`src/rtl/pwm_decode_pkg.sv`:
```
// rtl/pwm_decode_pkg.sv - shared state type and arithmetic helpers for the PWM pair decoder
package pwm_decode_pkg;

    typedef enum logic [1:0] {IDLE, HIGH, LOW, STUCK} state_t;

    // Mid-scale high count: a PWM at 50% duty reports zero.
    function automatic int mid_of(input int cnt_w);
        return 1 << (cnt_w - 1);
    endfunction

    function automatic int sat(input int v, input int lo, input int hi);
        if (v < lo) return lo;
        if (v > hi) return hi;
        return v;
    endfunction

endpackage

```
`src/rtl/pwm_sync_edge.sv`:
```
// rtl/pwm_sync_edge.sv - multi-flop synchronizer with delayed copy for rise/fall detection
module pwm_sync_edge #(
    parameter int SYNC_STAGES = 2
) (
    input  logic clk,
    input  logic rst_n,
    input  logic sig,
    output logic sig_s,
    output logic rise,
    output logic fall
);
    logic [SYNC_STAGES-1:0] sync;
    logic                   sig_d;

    always_ff @(posedge clk) begin
        if (!rst_n) begin
            sync  <= '0;
            sig_d <= 1'b0;
        end else begin
            sync  <= {sync[SYNC_STAGES-2:0], sig};
            sig_d <= sync[SYNC_STAGES-1];
        end
    end

    assign sig_s = sync[SYNC_STAGES-1];
    assign rise  = sig_s & ~sig_d;
    assign fall  = ~sig_s & sig_d;

endmodule

```
`src/rtl/pwm_decode.sv`:
```
// rtl/pwm_decode.sv - PWM1/PWM2 receive decoder: period, signed duty, overlap and stuck detection
module pwm_decode
    import pwm_decode_pkg::*;
#(
    parameter int CNT_W       = 11,
    parameter int TIMEOUT     = 4096,
    parameter int SYNC_STAGES = 2
) (
    input  logic                  clk,
    input  logic                  rst_n,
    input  logic                  PWM1,
    input  logic                  PWM2,
    output logic signed [CNT_W:0] duty,
    output logic [CNT_W:0]        period,
    output logic                  vld,
    output logic                  stuck,
    output logic                  ovlp_err
);
    localparam int MID  = mid_of(CNT_W);
    localparam int PMAX = (1 << (CNT_W + 1)) - 1;
    localparam int TW   = $clog2(TIMEOUT + 1);
    // Counters must be able to reach TIMEOUT even when it exceeds the reported period range.
    localparam int CW   = (TW > CNT_W + 1) ? TW : CNT_W + 1;

    logic          p1_s;
    logic          p1_rise;
    logic          p1_fall;
    logic          p2_s;
    logic          unused_p2_rise;
    logic          unused_p2_fall;
    state_t        state_q;
    state_t        state_d;
    logic [CW-1:0] per_cnt;
    logic [CW-1:0] hi_cnt;
    logic          capture;
    logic          enter_stuck;
    logic          restart;

    function automatic logic [CW-1:0] sat_inc(input logic [CW-1:0] v);
        return (v == '1) ? v : v + CW'(1);
    endfunction

    pwm_sync_edge #(.SYNC_STAGES(SYNC_STAGES)) u_sync_p1 (
        .clk   (clk),
        .rst_n (rst_n),
        .sig   (PWM1),
        .sig_s (p1_s),
        .rise  (p1_rise),
        .fall  (p1_fall)
    );

    pwm_sync_edge #(.SYNC_STAGES(SYNC_STAGES)) u_sync_p2 (
        .clk   (clk),
        .rst_n (rst_n),
        .sig   (PWM2),
        .sig_s (p2_s),
        .rise  (unused_p2_rise),
        .fall  (unused_p2_fall)
    );

    always_ff @(posedge clk) begin
        if (!rst_n) state_q <= IDLE;
        else        state_q <= state_d;
    end

    // A rise always takes priority over the timeout in the same clock.
    always_comb begin
        state_d     = state_q;
        capture     = 1'b0;
        enter_stuck = 1'b0;
        restart     = 1'b0;
        case (state_q)
            IDLE: begin
                if (p1_rise) begin
                    restart = 1'b1;
                    state_d = HIGH;
                end
            end
            HIGH, LOW: begin
                if (p1_rise) begin
                    capture = 1'b1;
                    restart = 1'b1;
                    state_d = HIGH;
                end else if (per_cnt >= CW'(TIMEOUT)) begin
                    enter_stuck = 1'b1;
                    state_d     = STUCK;
                end else if (state_q == HIGH && p1_fall) begin
                    state_d = LOW;
                end
            end
            STUCK: begin
                if (p1_rise) begin
                    restart = 1'b1;
                    state_d = HIGH;
                end
            end
            default: state_d = IDLE;
        endcase
    end

    always_ff @(posedge clk) begin
        if (!rst_n) begin
            per_cnt <= '0;
            hi_cnt  <= '0;
        end else if (restart) begin
            per_cnt <= CW'(1);
            hi_cnt  <= CW'(1);
        end else if (state_q != IDLE) begin
            per_cnt <= sat_inc(per_cnt);
            if (p1_s) hi_cnt <= sat_inc(hi_cnt);
        end
    end

    always_ff @(posedge clk) begin
        if (!rst_n) begin
            duty     <= '0;
            period   <= '0;
            vld      <= 1'b0;
            stuck    <= 1'b0;
            ovlp_err <= 1'b0;
        end else begin
            vld      <= capture | enter_stuck;
            ovlp_err <= p1_s & p2_s;
            if (capture) begin
                duty   <= (CNT_W + 1)'(sat(int'(hi_cnt) - MID, -MID, MID - 1));
                period <= (CNT_W + 1)'(sat(int'(per_cnt), 0, PMAX));
            end else if (enter_stuck) begin
                duty   <= p1_s ? (CNT_W + 1)'(MID - 1) : (CNT_W + 1)'(-MID);
                period <= '1;
            end
            if (enter_stuck)  stuck <= 1'b1;
            else if (restart) stuck <= 1'b0;
        end
    end

endmodule

```
`config.mk`:
```
export PLATFORM = sky130hd
export DESIGN_NAME = pwm_decode
export DESIGN_NICKNAME = d
export VERILOG_FILES = /design/src/rtl/pwm_decode_pkg.sv /design/src/rtl/pwm_sync_edge.sv /design/src/rtl/pwm_decode.sv
export SDC_FILE = /design/constraint.sdc
export NUM_CORES = 1
export LEC_CHECK = 0
export CAP_MARGIN = 20
export CORE_MARGIN = 2
export CORE_UTILIZATION = 50
export DETAILED_ROUTE_END_ITERATION = 8
export MAX_ROUTING_LAYER = met4
export PLACE_DENSITY = 0.77
export RECOVER_POWER = 25
export SYNTH_ARGS = -nofsm -noshare
export SYNTH_HDL_FRONTEND = slang
export SYNTH_HIERARCHICAL = 1
export SYNTH_SLANG_ARGS = --single-unit
```
`constraint.sdc`:
```
create_clock -name clk -period 2.1 [get_ports clk]
set_clock_uncertainty 0.15 [all_clocks]
set_input_delay 0.315 -clock clk [delete_from_list [all_inputs] [get_ports clk]]
set_output_delay 0.315 -clock clk [all_outputs]
set_load 0.05 [all_outputs]
```
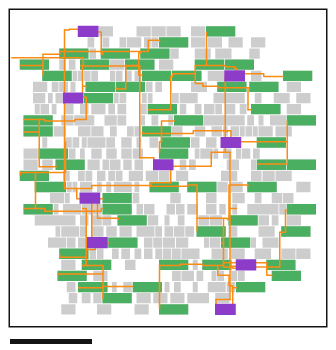
(images/clk_routes.png)
Scale bar: 20 um.
clock wires: drawn in orange, length 778 um. flip-flops: drawn in green, count 60. clock drivers: drawn in purple, count 9.
Position of the flops: spread over the die. There are 10 routed clock nets.
clock group power: 0.911 mW
Clock power frac: 38.5%
Late-Pin Clk Latency: 0.34 ns

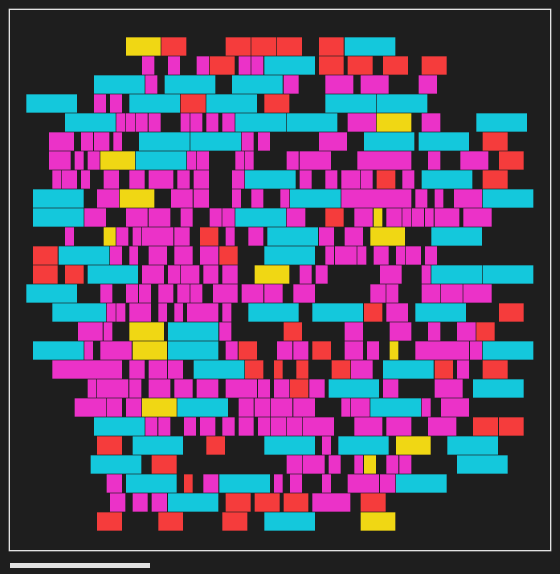
(images/placement_by_type.png)
Scale bar: 20 um.
sequential cells: drawn in cyan, cells 60. clock drivers and dummy loads: drawn in yellow, cells 15. remaining buffers and delay cells: drawn in red, cells 48. combinational and other logic: drawn in magenta, cells 208.

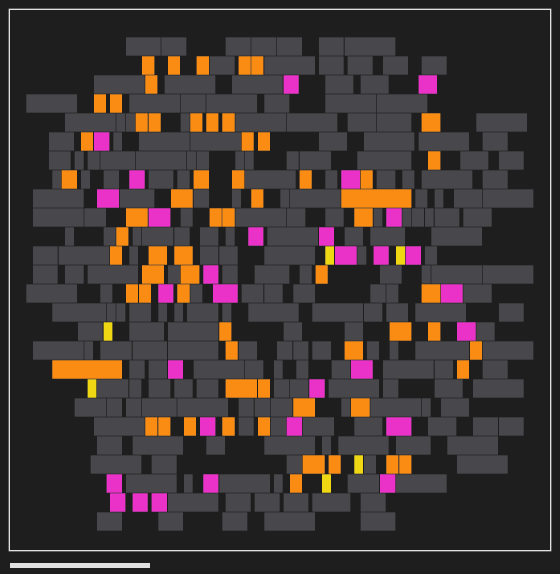
(images/logic_types.png)
Scale bar: 20 um.
and/or cells: drawn in magenta, cells 30, most used and3_1. aoi and oai cells: drawn in orange, cells 63, most used a21oi_1. inv cells: drawn in yellow, cells 6, most used inv_1.

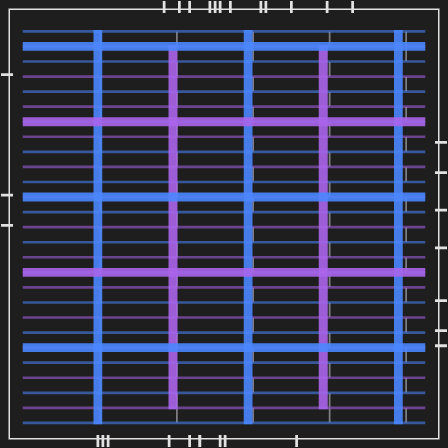
(images/power_grid.png)
Pins as bars on the die edge. Tap cells in grey.
VDD: drawn in purple. VSS: drawn in blue.
27 met1 rails follow the rows. 70 tap cells. 5 straps on met4. 31 signal pins sit on the boundary.

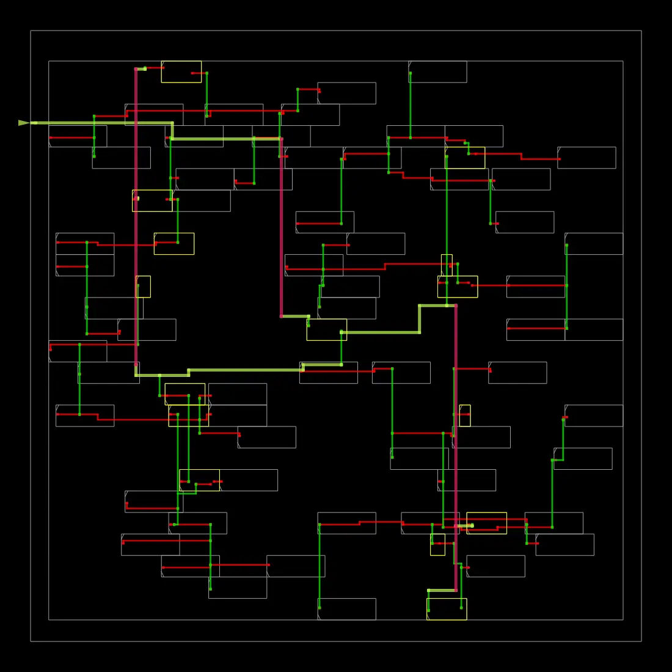
(images/clocks.png)
FFs & Latches: 60
clk sinks: 60

==> metrics.yaml <==
highest_layer: "met4"
slowest_stage: "or4_2"
ant_nets: 0
routedWlPerCell_um: 14.9
met2_usage_pct: 35.2
core_area_mm2: 0.00514
ios: 31
slew_headroom_pct: 50.9
seq_area_mm2: 0.00120
outcome: "complete, no violations"
hold_slack_ns: 0.286
switching_share_pct: 25.9
antenna_found_initial: 0
hold_viol: 0
setup_slack_ns: 0.0772
crit_type: "register to register"
grt_pass1_vias: 2233
place.gp.congestion: 0.830
critPathMaxStageDelay_ns: 0.61
path_clk_slew_ns: 0.07
synth_area_mm2: 0.00269
final-clk-cell-share_pct: 5.10
inv_count: 6
place.port_buffers: 30
powerComb_mw: 0.266
rows: 26
lay_top_cells: "dfxtp_1, clkdlybuf4s50_1, a21oi_1, nand2_1, o21ai_0"
dpl.hpwl_mm: 4.07
yosys_warnings: 6
lay_top_count: "dfxtp_1"
timing.rr.end: "per_cnt[7]$_SDFFE_PP0P_"
hold_path.class: "register to register"
crit_chain: "ha_1 -> nand2_1 -> o41ai_4 -> buf_4 -> or4_2 -> a21oi_1"
avgViaCountPerCell: 5.64
power.group.top: "sequential cells"
fp_nets: 296
layout.cells.non_filler: 401
p_leak_nw: 1.25
cts_resized: 2
drc: 0
tns_ns: 0
critPathTopFamily: "simple AND/OR/NAND/NOR gates"
placed_cell_area_mm2: 0.00312
mi_logic_area_mm2: 0.00141
routed-wl-met3_um: 191
maxCapViolCount: 0
post-route-period-util_pct: 96.3
die_area_mm2: 0.00598
n_antenna_cell: 0
setup_viol: 0
net-switching-power_mw: 0.613
cp-endpoint: "per_cnt[7]$_SDFFE_PP0P_"
nFillCells: 466
wl_met1_mm: 2.75
finalWirelength_mm: 5.98
die_h_um: 77.3
cts_tree: "built"
hold_start: "u_sync_p2/sync[0]$_SDFF_PN0_"
tightest_slew_ns: 0.737
place_ws_ns: -0.00768
ir_worst_vdd_mv: 0.350
comb_cells: 202
stdcell_area_mm2: 0.00331
holdPathEnd: "u_sync_p2/sync[1]$_SDFF_PN0_"
startpoint_type: "register"
grt_use_met3_pct: 4.71
fin_crit_ns: 2.02
required_ns: 2.22
cp.arrival_ns: 2.14
cts_buffers: 9
r2r_setup_slack_ns: 0.08
postCtsSetupRepairBufs: 0
crit_buf_inv: 1
min_path_cells: 1
Power figures rest on the tool's default switching activity, not on a simulated workload.
